**src/rtl/traffic_mode_fsm_pkg.sv**
```systemverilog
// ---------------------------------------------------------------------------
// traffic_pkg
// Shared definitions for the traffic mode arbiter and the per-mode light
// sequencers that consume its mode output.
//   mode_e         : 2-bit mode encoding (DAY, NIGHT, PED, EMG)
//   MODE_RESET     : mode taken out of reset
//   day_night_mode : maps a debounced day flag onto DAY/NIGHT
// ---------------------------------------------------------------------------
package traffic_pkg;

  typedef enum logic [1:0] {
    MODE_DAY   = 2'b00,
    MODE_NIGHT = 2'b01,
    MODE_PED   = 2'b10,
    MODE_EMG   = 2'b11
  } mode_e;

  localparam mode_e MODE_RESET = MODE_NIGHT;

  function automatic mode_e day_night_mode(input logic day);
    return day ? MODE_DAY : MODE_NIGHT;
  endfunction

endpackage

```
**src/rtl/traffic_mode_fsm_if.sv**
```systemverilog
// ---------------------------------------------------------------------------
// traffic_mode_fsm_if
// Request inputs and mode outputs of the traffic mode arbiter.
//   timeSignal   : raw day(1)/night(0) sensor
//   pedSignal    : pedestrian request, level or pulse
//   emgSignal    : emergency vehicle present, level
//   currentState : registered mode
//   modeChanged  : pulse in the first cycle a new mode is visible
//   pedAck       : pulse on entry to PED
//   dwellCount   : saturating cycles spent in the current mode
// master = request source / monitor side, slave = arbiter side.
// ---------------------------------------------------------------------------
interface traffic_mode_fsm_if #(
  parameter int DWELL_W = 8
);
  import traffic_pkg::*;

  logic               timeSignal;
  logic               pedSignal;
  logic               emgSignal;
  mode_e              currentState;
  logic               modeChanged;
  logic               pedAck;
  logic [DWELL_W-1:0] dwellCount;

  modport master (
    output timeSignal, pedSignal, emgSignal,
    input  currentState, modeChanged, pedAck, dwellCount
  );

  modport slave (
    input  timeSignal, pedSignal, emgSignal,
    output currentState, modeChanged, pedAck, dwellCount
  );

endinterface

```
**src/rtl/traffic_mode_fsm_sig_debounce.sv**
```systemverilog
// ---------------------------------------------------------------------------
// sig_debounce
// Single-bit level debouncer. The output follows the raw input only after
// DEBOUNCE consecutive samples that all differ from the current output; a
// sample equal to the output restarts the count.
//   clk   : clock, rising edge
//   rst   : asynchronous active-high reset (output -> RESET_VAL)
//   raw_i : raw input
//   deb_o : debounced, registered level
// CNT_W must be wide enough to hold DEBOUNCE-1.
// ---------------------------------------------------------------------------
module sig_debounce #(
  parameter int   DEBOUNCE  = 4,
  parameter int   CNT_W     = 8,
  parameter logic RESET_VAL = 1'b0
) (
  input  logic clk,
  input  logic rst,
  input  logic raw_i,
  output logic deb_o
);

  localparam logic [CNT_W-1:0] CNT_LAST = CNT_W'(DEBOUNCE - 1);

  logic             deb_q;
  logic [CNT_W-1:0] cnt_q;

  // cnt_q counts differing samples already seen; the DEBOUNCE-th one flips
  // the output, so a change stable from edge k is accepted at edge
  // k+DEBOUNCE-1.
  always_ff @(posedge clk or posedge rst) begin
    if (rst) begin
      deb_q <= RESET_VAL;
      cnt_q <= '0;
    end else if (raw_i == deb_q) begin
      cnt_q <= '0;
    end else if (cnt_q == CNT_LAST) begin
      deb_q <= raw_i;
      cnt_q <= '0;
    end else begin
      cnt_q <= cnt_q + 1'b1;
    end
  end

  assign deb_o = deb_q;

endmodule

```
**src/rtl/traffic_mode_fsm.sv**
```systemverilog
// ---------------------------------------------------------------------------
// traffic_mode_fsm
// Arbitrates day/night, pedestrian and emergency requests into one
// registered mode (priority EMG > PED > DAY/NIGHT) with a minimum dwell in
// DAY/NIGHT, a timed PED crossing and an EMG clear-out hold.
//   clk : clock, rising edge
//   rst : asynchronous active-high reset
//   bus : traffic_mode_fsm_if.slave (requests in, mode/status out)
// All outputs come straight from registers.
// ---------------------------------------------------------------------------
module traffic_mode_fsm
  import traffic_pkg::*;
#(
  parameter int DWELL_W   = 8,
  parameter int MIN_DWELL = 16,
  parameter int PED_TIME  = 32,
  parameter int EMG_CLEAR = 8,
  parameter int DEBOUNCE  = 4
) (
  input logic                clk,
  input logic                rst,
  traffic_mode_fsm_if.slave  bus
);

  localparam logic [DWELL_W-1:0] MIN_DWELL_C = DWELL_W'(MIN_DWELL);
  localparam logic [DWELL_W-1:0] PED_LAST_C  = DWELL_W'(PED_TIME - 1);
  localparam logic [DWELL_W-1:0] EMG_CLEAR_C = DWELL_W'(EMG_CLEAR);

  mode_e              mode_q, mode_d;
  logic [DWELL_W-1:0] dwell_q, dwell_d;
  logic [DWELL_W-1:0] clr_q, clr_d;
  logic               ped_pend_q, ped_pend_d;
  logic               mode_changed_q;
  logic               ped_ack_q;

  logic  deb_time;
  logic  ped_req;
  logic  dwell_ok;
  logic  mode_chg;
  logic  ped_entry;
  mode_e dn_target;

  sig_debounce #(
    .DEBOUNCE  (DEBOUNCE),
    .CNT_W     (DWELL_W),
    .RESET_VAL (1'b0)
  ) u_time_deb (
    .clk   (clk),
    .rst   (rst),
    .raw_i (bus.timeSignal),
    .deb_o (deb_time)
  );

  always_comb begin
    mode_d    = mode_q;
    clr_d     = clr_q;
    // A request sampled this edge counts immediately and is also
    // remembered, so a single-cycle pulse is never dropped.
    ped_req    = ped_pend_q | bus.pedSignal;
    ped_pend_d = ped_req;
    dwell_ok   = (dwell_q >= MIN_DWELL_C);
    dn_target  = day_night_mode(deb_time);

    case (mode_q)
      MODE_DAY, MODE_NIGHT: begin
        if (bus.emgSignal) begin
          mode_d = MODE_EMG;
          clr_d  = EMG_CLEAR_C;
        end else if (ped_req && dwell_ok) begin
          mode_d = MODE_PED;
        end else if ((dn_target != mode_q) && dwell_ok) begin
          mode_d = dn_target;
        end
      end
      MODE_PED: begin
        if (bus.emgSignal) begin
          // Aborted crossing is re-queued.
          mode_d     = MODE_EMG;
          clr_d      = EMG_CLEAR_C;
          ped_pend_d = 1'b1;
        end else if (dwell_q == PED_LAST_C) begin
          mode_d = dn_target;
        end
      end
      MODE_EMG: begin
        if (bus.emgSignal) begin
          clr_d = EMG_CLEAR_C;
        end else if (clr_q == '0) begin
          // Never exits straight to PED; a pending request waits for dwell.
          mode_d = dn_target;
        end else begin
          clr_d = clr_q - 1'b1;
        end
      end
      default: mode_d = MODE_RESET;
    endcase

    ped_entry = (mode_d == MODE_PED) && (mode_q != MODE_PED);
    if (ped_entry) begin
      ped_pend_d = 1'b0;
    end

    mode_chg = (mode_d != mode_q);
    if (mode_chg) begin
      dwell_d = '0;
    end else if (dwell_q == '1) begin
      dwell_d = dwell_q;
    end else begin
      dwell_d = dwell_q + 1'b1;
    end
  end

  always_ff @(posedge clk or posedge rst) begin
    if (rst) begin
      mode_q         <= MODE_RESET;
      dwell_q        <= '0;
      clr_q          <= '0;
      ped_pend_q     <= 1'b0;
      mode_changed_q <= 1'b0;
      ped_ack_q      <= 1'b0;
    end else begin
      mode_q         <= mode_d;
      dwell_q        <= dwell_d;
      clr_q          <= clr_d;
      ped_pend_q     <= ped_pend_d;
      mode_changed_q <= mode_chg;
      ped_ack_q      <= ped_entry;
    end
  end

  assign bus.currentState = mode_q;
  assign bus.modeChanged  = mode_changed_q;
  assign bus.pedAck       = ped_ack_q;
  assign bus.dwellCount   = dwell_q;

endmodule

```
**src/flat_wrapper.sv**
```systemverilog
// flat-port wrapper written by rule: the top's interface ports become plain ports
module traffic_mode_fsm_flat import traffic_pkg::*;
#(
  parameter int DWELL_W   = 8,
  parameter int MIN_DWELL = 16,
  parameter int PED_TIME  = 32,
  parameter int EMG_CLEAR = 8,
  parameter int DEBOUNCE  = 4
)
  (clk, rst, bus_timeSignal, bus_pedSignal, bus_emgSignal, bus_currentState, bus_modeChanged, bus_pedAck, bus_dwellCount);
  traffic_mode_fsm_if #(.DWELL_W(DWELL_W)) bus_i ();
  input logic clk;
  input logic rst;
  input wire logic [$bits(bus_i.timeSignal)-1:0] bus_timeSignal;
  input wire logic [$bits(bus_i.pedSignal)-1:0] bus_pedSignal;
  input wire logic [$bits(bus_i.emgSignal)-1:0] bus_emgSignal;
  output wire logic [$bits(bus_i.currentState)-1:0] bus_currentState;
  output wire logic [$bits(bus_i.modeChanged)-1:0] bus_modeChanged;
  output wire logic [$bits(bus_i.pedAck)-1:0] bus_pedAck;
  output wire logic [$bits(bus_i.dwellCount)-1:0] bus_dwellCount;
  assign bus_i.timeSignal = bus_timeSignal;
  assign bus_i.pedSignal = bus_pedSignal;
  assign bus_i.emgSignal = bus_emgSignal;
  assign bus_currentState = bus_i.currentState;
  assign bus_modeChanged = bus_i.modeChanged;
  assign bus_pedAck = bus_i.pedAck;
  assign bus_dwellCount = bus_i.dwellCount;
  traffic_mode_fsm #(.DWELL_W(DWELL_W), .MIN_DWELL(MIN_DWELL), .PED_TIME(PED_TIME), .EMG_CLEAR(EMG_CLEAR), .DEBOUNCE(DEBOUNCE)) u_core (.clk(clk), .rst(rst), .bus(bus_i));
endmodule
```
**config.mk**
```make
export PLATFORM = sky130hd
export DESIGN_NAME = traffic_mode_fsm_flat
export DESIGN_NICKNAME = d
export VERILOG_FILES = /design/src/rtl/traffic_mode_fsm_pkg.sv /design/src/rtl/traffic_mode_fsm_if.sv /design/src/rtl/traffic_mode_fsm_sig_debounce.sv /design/src/rtl/traffic_mode_fsm.sv /design/src/flat_wrapper.sv
export SDC_FILE = /design/constraint.sdc
export NUM_CORES = 1
export LEC_CHECK = 0
export CELL_PAD_IN_SITES_DETAIL_PLACEMENT = 0
export CELL_PAD_IN_SITES_GLOBAL_PLACEMENT = 1
export CORE_MARGIN = 4
export CORE_UTILIZATION = 43
export CTS_BUF_LIST = sky130_fd_sc_hd__clkbuf_16
export DETAILED_ROUTE_END_ITERATION = 10
export HOLD_SLACK_MARGIN = 0.05
export PLACE_DENSITY_LB_ADDON = 0.15
export SETUP_SLACK_MARGIN = 0.1
export SLEW_MARGIN = 20
export SYNTH_ARGS = -nofsm -noshare
export SYNTH_HDL_FRONTEND = slang
export SYNTH_SLANG_ARGS = --single-unit
```
**constraint.sdc**
```tcl
create_clock -name clk -period 2.4 [get_ports clk]
set_clock_uncertainty 0.2 [all_clocks]
set_input_delay 0.48 -clock clk [delete_from_list [all_inputs] [get_ports clk]]
set_output_delay 0.48 -clock clk [all_outputs]
set_load 0.01 [all_outputs]
```
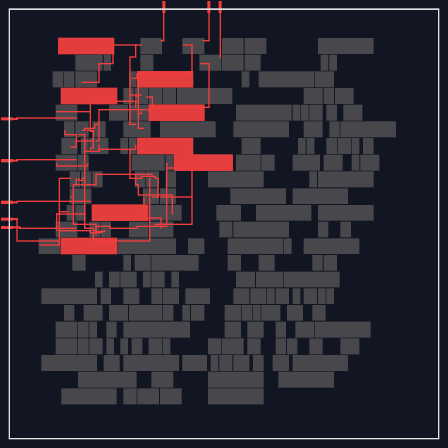
(run_1/port_nets.png)
colour	port	bits	direction	end cells	buffers	wire
red	bus_dwellCount	8	output	8	10	414 um
Ports: 17
I/O Buffers: 16

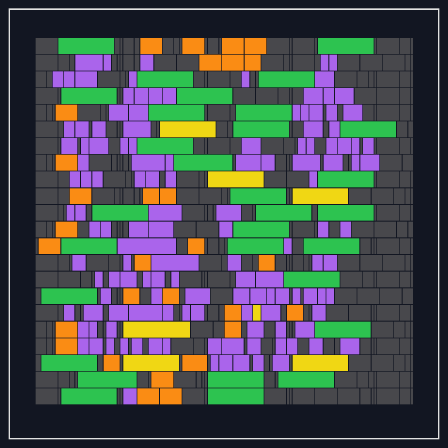
(run_1/cell_classes.png)
Fill, decap, tap and diode cells in grey.
colour	class	cells
purple	all other logic	133
orange	other buffers and delay cells	29
green	flops	30
yellow	clock drivers and dummy loads	7
Core Util, Final: 0.572
core footprint: 3690 um2
final cell area excluding filler cells: 2110 um2
flop share of the area: 0.357
site row count: 22

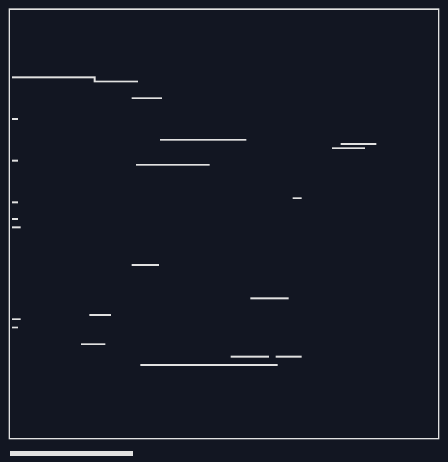
(run_1/met3.png)
The bar under the picture is 20 um long.
wire length on this layer	118 um
longest straight run	22.1 um
main direction	horizontal
nets with wire on the layer	17
share of all routed wire	3.3%
via count: 1401
met3 usage: 0.0522
Detailed Route WL: 3550 um

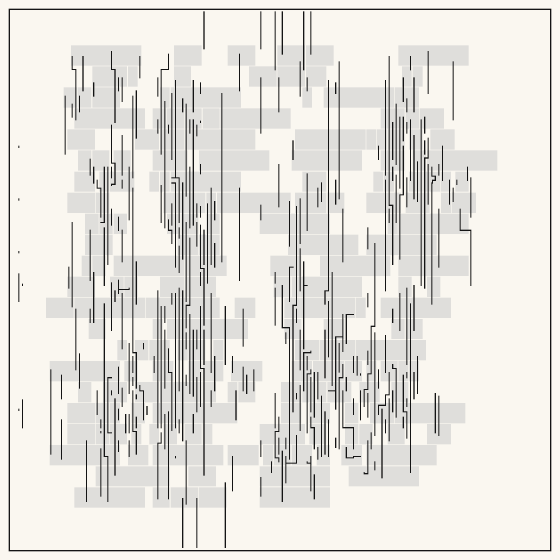
(run_1/met2.png)
Cells faint in the background.
wire length on this layer	1730 um
main direction	vertical
nets with wire on the layer	182
GR Util met2: 0.257

==> flow_metrics.tcl, run 1 <==
# flow metrics
set metrics [dict create \
    holdPathEnd "u_core.u_time_deb.cnt_q[0]" \
    synth-main-ff-cell "dfrtp_1" \
    worst_ep_arrival_time_ns 2.17 \
    peakVddDrop_mv 0.537 \
    seq_area_um2 753 \
    synthTopLogicFamily "simple AND/OR/NAND/NOR gates" \
    crit_buf_inv 1 \
    num-nonclk-buffers 29 \
    clk_share 0.0753 \
    swShare 0.355 \
    synth_flop_count 30 \
    p_clk_frac 0.269 \
    lay_top_count "dfrtp_1" \
    top_area_frac 0.442 \
    powerClk_uw 688 \
    r2r_end "u_core.bus.dwellCount[5]" \
    worstPathMaxFanout 9 \
    clkTransAtPathRegs_ns 0.05 \
    final_layout_size_suffix_gt1_frac 0.161 \
    worstHoldStart "u_core.u_time_deb.cnt_q[0]" \
    critical_path.cell_chain "or4_4, a31o_2, a2bb2oi_2, buf_4, a2111oi_2" \
    synth_cells 168 \
    crit_end "u_core.bus.dwellCount[5]" \
    largest_class "combinational gates" \
    ys_types 43 \
    worstReg2RegStart "u_core.bus.dwellCount[7]" \
    ff_count 30 \
    final_cell_mix "dfrtp_1, clkdlybuf4s50_1, nor2_1" \
    nNonClkInverters 8 \
    min_path_cells 1 \
    warnings 29 \
    cp.depth 5 \
    startpoint "u_core.bus.dwellCount[7]" \
    grt_pass1_wl_um 6300 \
    gp_congestion 0.852 \
    top_power_group "combinational cells" \
    status "finished clean" \
]
run 1: layer usage:
metal / vias to the layer above / global-route usage / wire (um)
li1: 679 / - / -
met3: 4 / 0.0522 / 117
met2: 31 / 0.257 / 1730
met4: 0 / 0.0532 / 39
met5: - / 0 / 0
met1: 687 / 0.206 / 1670
run 1: stage by stage:
stage | hold WS (ns) | worst slack [ns] | utilization | TNS (ns) | total power, mW
finish | 0.313 | 0.194 | 0.572 | 0 | 2.56
detailed placement | 0.305 | -0.117 | 0.520 | -1.04 | 1.82
global placement | 0.305 | -0.0850 | 0.520 | -0.641 | 1.80
CTS | 0.311 | 0.134 | 0.563 | 0 | 2.53
floorplan | 0.269 | 0.240 | - | 0 | 1.49
global route | 0.327 | 0.0754 | 0.572 | 0 | 2.74
==> run 2, diff against run 1 <==
- CAP_MARGIN: default -> 10
- PLACE_DENSITY: default -> 0.89
- PLACE_DENSITY_LB_ADDON: 0.15 -> default
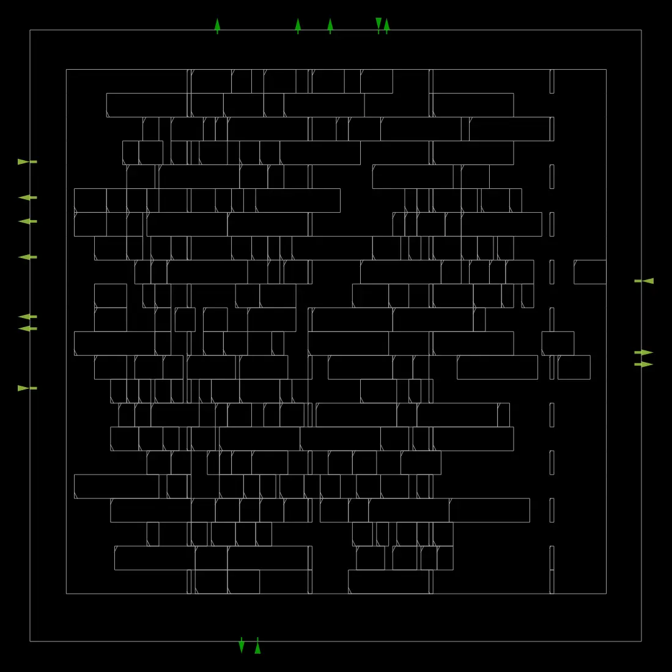
(run_2/final_placement.png)
# Taps: 48
sequential cell count: 30
flop share of the area: 0.361
Fill cells: 324

==> flow_metrics.tcl, run 2 <==
# flow metrics
set metrics [dict create \
    status "finished clean" \
    drc 0 \
    wirelength_um 3580 \
    cp_slowest_cell "or4_4" \
    final_core_util 0.566 \
    core-area_um2 3690 \
    fin_ws_ns 0.166 \
    ys_sh_aoi 0.150 \
    startpoint "u_core.bus.dwellCount[7]" \
    worst_ep_arrival_time_ns 2.18 \
    top_power_group "combinational cells" \
    via_count 1414 \
    fp-row-count 22 \
    holdWs_ns 0.304 \
    dr_wl_met2_um 1650 \
    port-buffer-count 16 \
    ioPinCount 17 \
    worstPathMaxFanout 9 \
    highest-signal-layer "met4" \
    crit_buf_inv 1 \
    met2_usage 0.249 \
    gr-usage-met3 0.0333 \
    crit_end "u_core.bus.dwellCount[7]" \
    grt.busiest_layer "met2" \
    setup_viol 0 \
    warnings 29 \
    syn_avg_cell_area_um2 9.77 \
    top_area_frac 0.442 \
    met1_length_um 1720 \
    stdcell_area_um2 2090 \
    grt_pass1_wl_um 6220 \
    peakVddDrop_mv 0.508 \
    cp.depth 5 \
    met3_wirelength_um 148 \
    final_layout_size_suffix_gt1_frac 0.169 \
    clkTransAtPathRegs_ns 0.05 \
    lay_top_count "dfrtp_1" \
    p_clk_frac 0.241 \
    worstHoldStart "u_core.u_time_deb.cnt_q[0]" \
    synthTopLogicFamily "simple AND/OR/NAND/NOR gates" \
    ys_types 43 \
    synth-main-ff-cell "dfrtp_1" \
    final_cells 249 \
    worstReg2RegStart "u_core.bus.dwellCount[7]" \
    holdPathEnd "u_core.u_time_deb.cnt_q[0]" \
    gp_congestion 0.803 \
    critical_path.cell_chain "or4_4, a31o_2, a2bb2oi_2, buf_4, a2111oi_2" \
    drt_pass1_iterations 4 \
    r2r_end "u_core.bus.dwellCount[7]" \
    min_path_cells 1 \
    place_ws_ns -0.115 \
    setup_tns_ns 0 \
    final_cell_mix "dfrtp_1, clkdlybuf4s50_1, nor2_1" \
    synth_flop_count 30 \
    synth_cells 168 \
    cts_buffer_depth 2 \
    swShare 0.369 \
    fin_total_pwr_mw 2.46 \
]
[run 2: cell families (layout without fill, tap and decap cells)]
| group | count (synthesis) | in the layout |
|---|---|---|
| and+or+nand+nor | 75 | 75 |
| AOI/OAI and AO/OA | 33 | 33 |
| DFF | 30 | 30 |
| buffers and inverters | 13 | 46 |
| xor gates and xnor gates | 9 | 9 |
| adders and majority gates | 4 | 4 |
| muxes | 4 | 4 |
[run 2: layout make-up]
class	instances	area, um2
multi-input combinational	125	826
timing repair buffer	30	278
clock inverter	3	16.3
inverter	8	30.0
sequential	30	753
clock buffer	5	125
fill	324	1600
tap	48	60.1
[run 2: what timing repair did]
| item | 4_1_cts | 5_1_grt |
|---|---|---|
| setup buffers | 0 | 1 |
| setup endpoints to repair | 0 | 3 |
| gates resized | 0 | 1 |
No activity file was given, so power comes from the tool's default toggle rates.
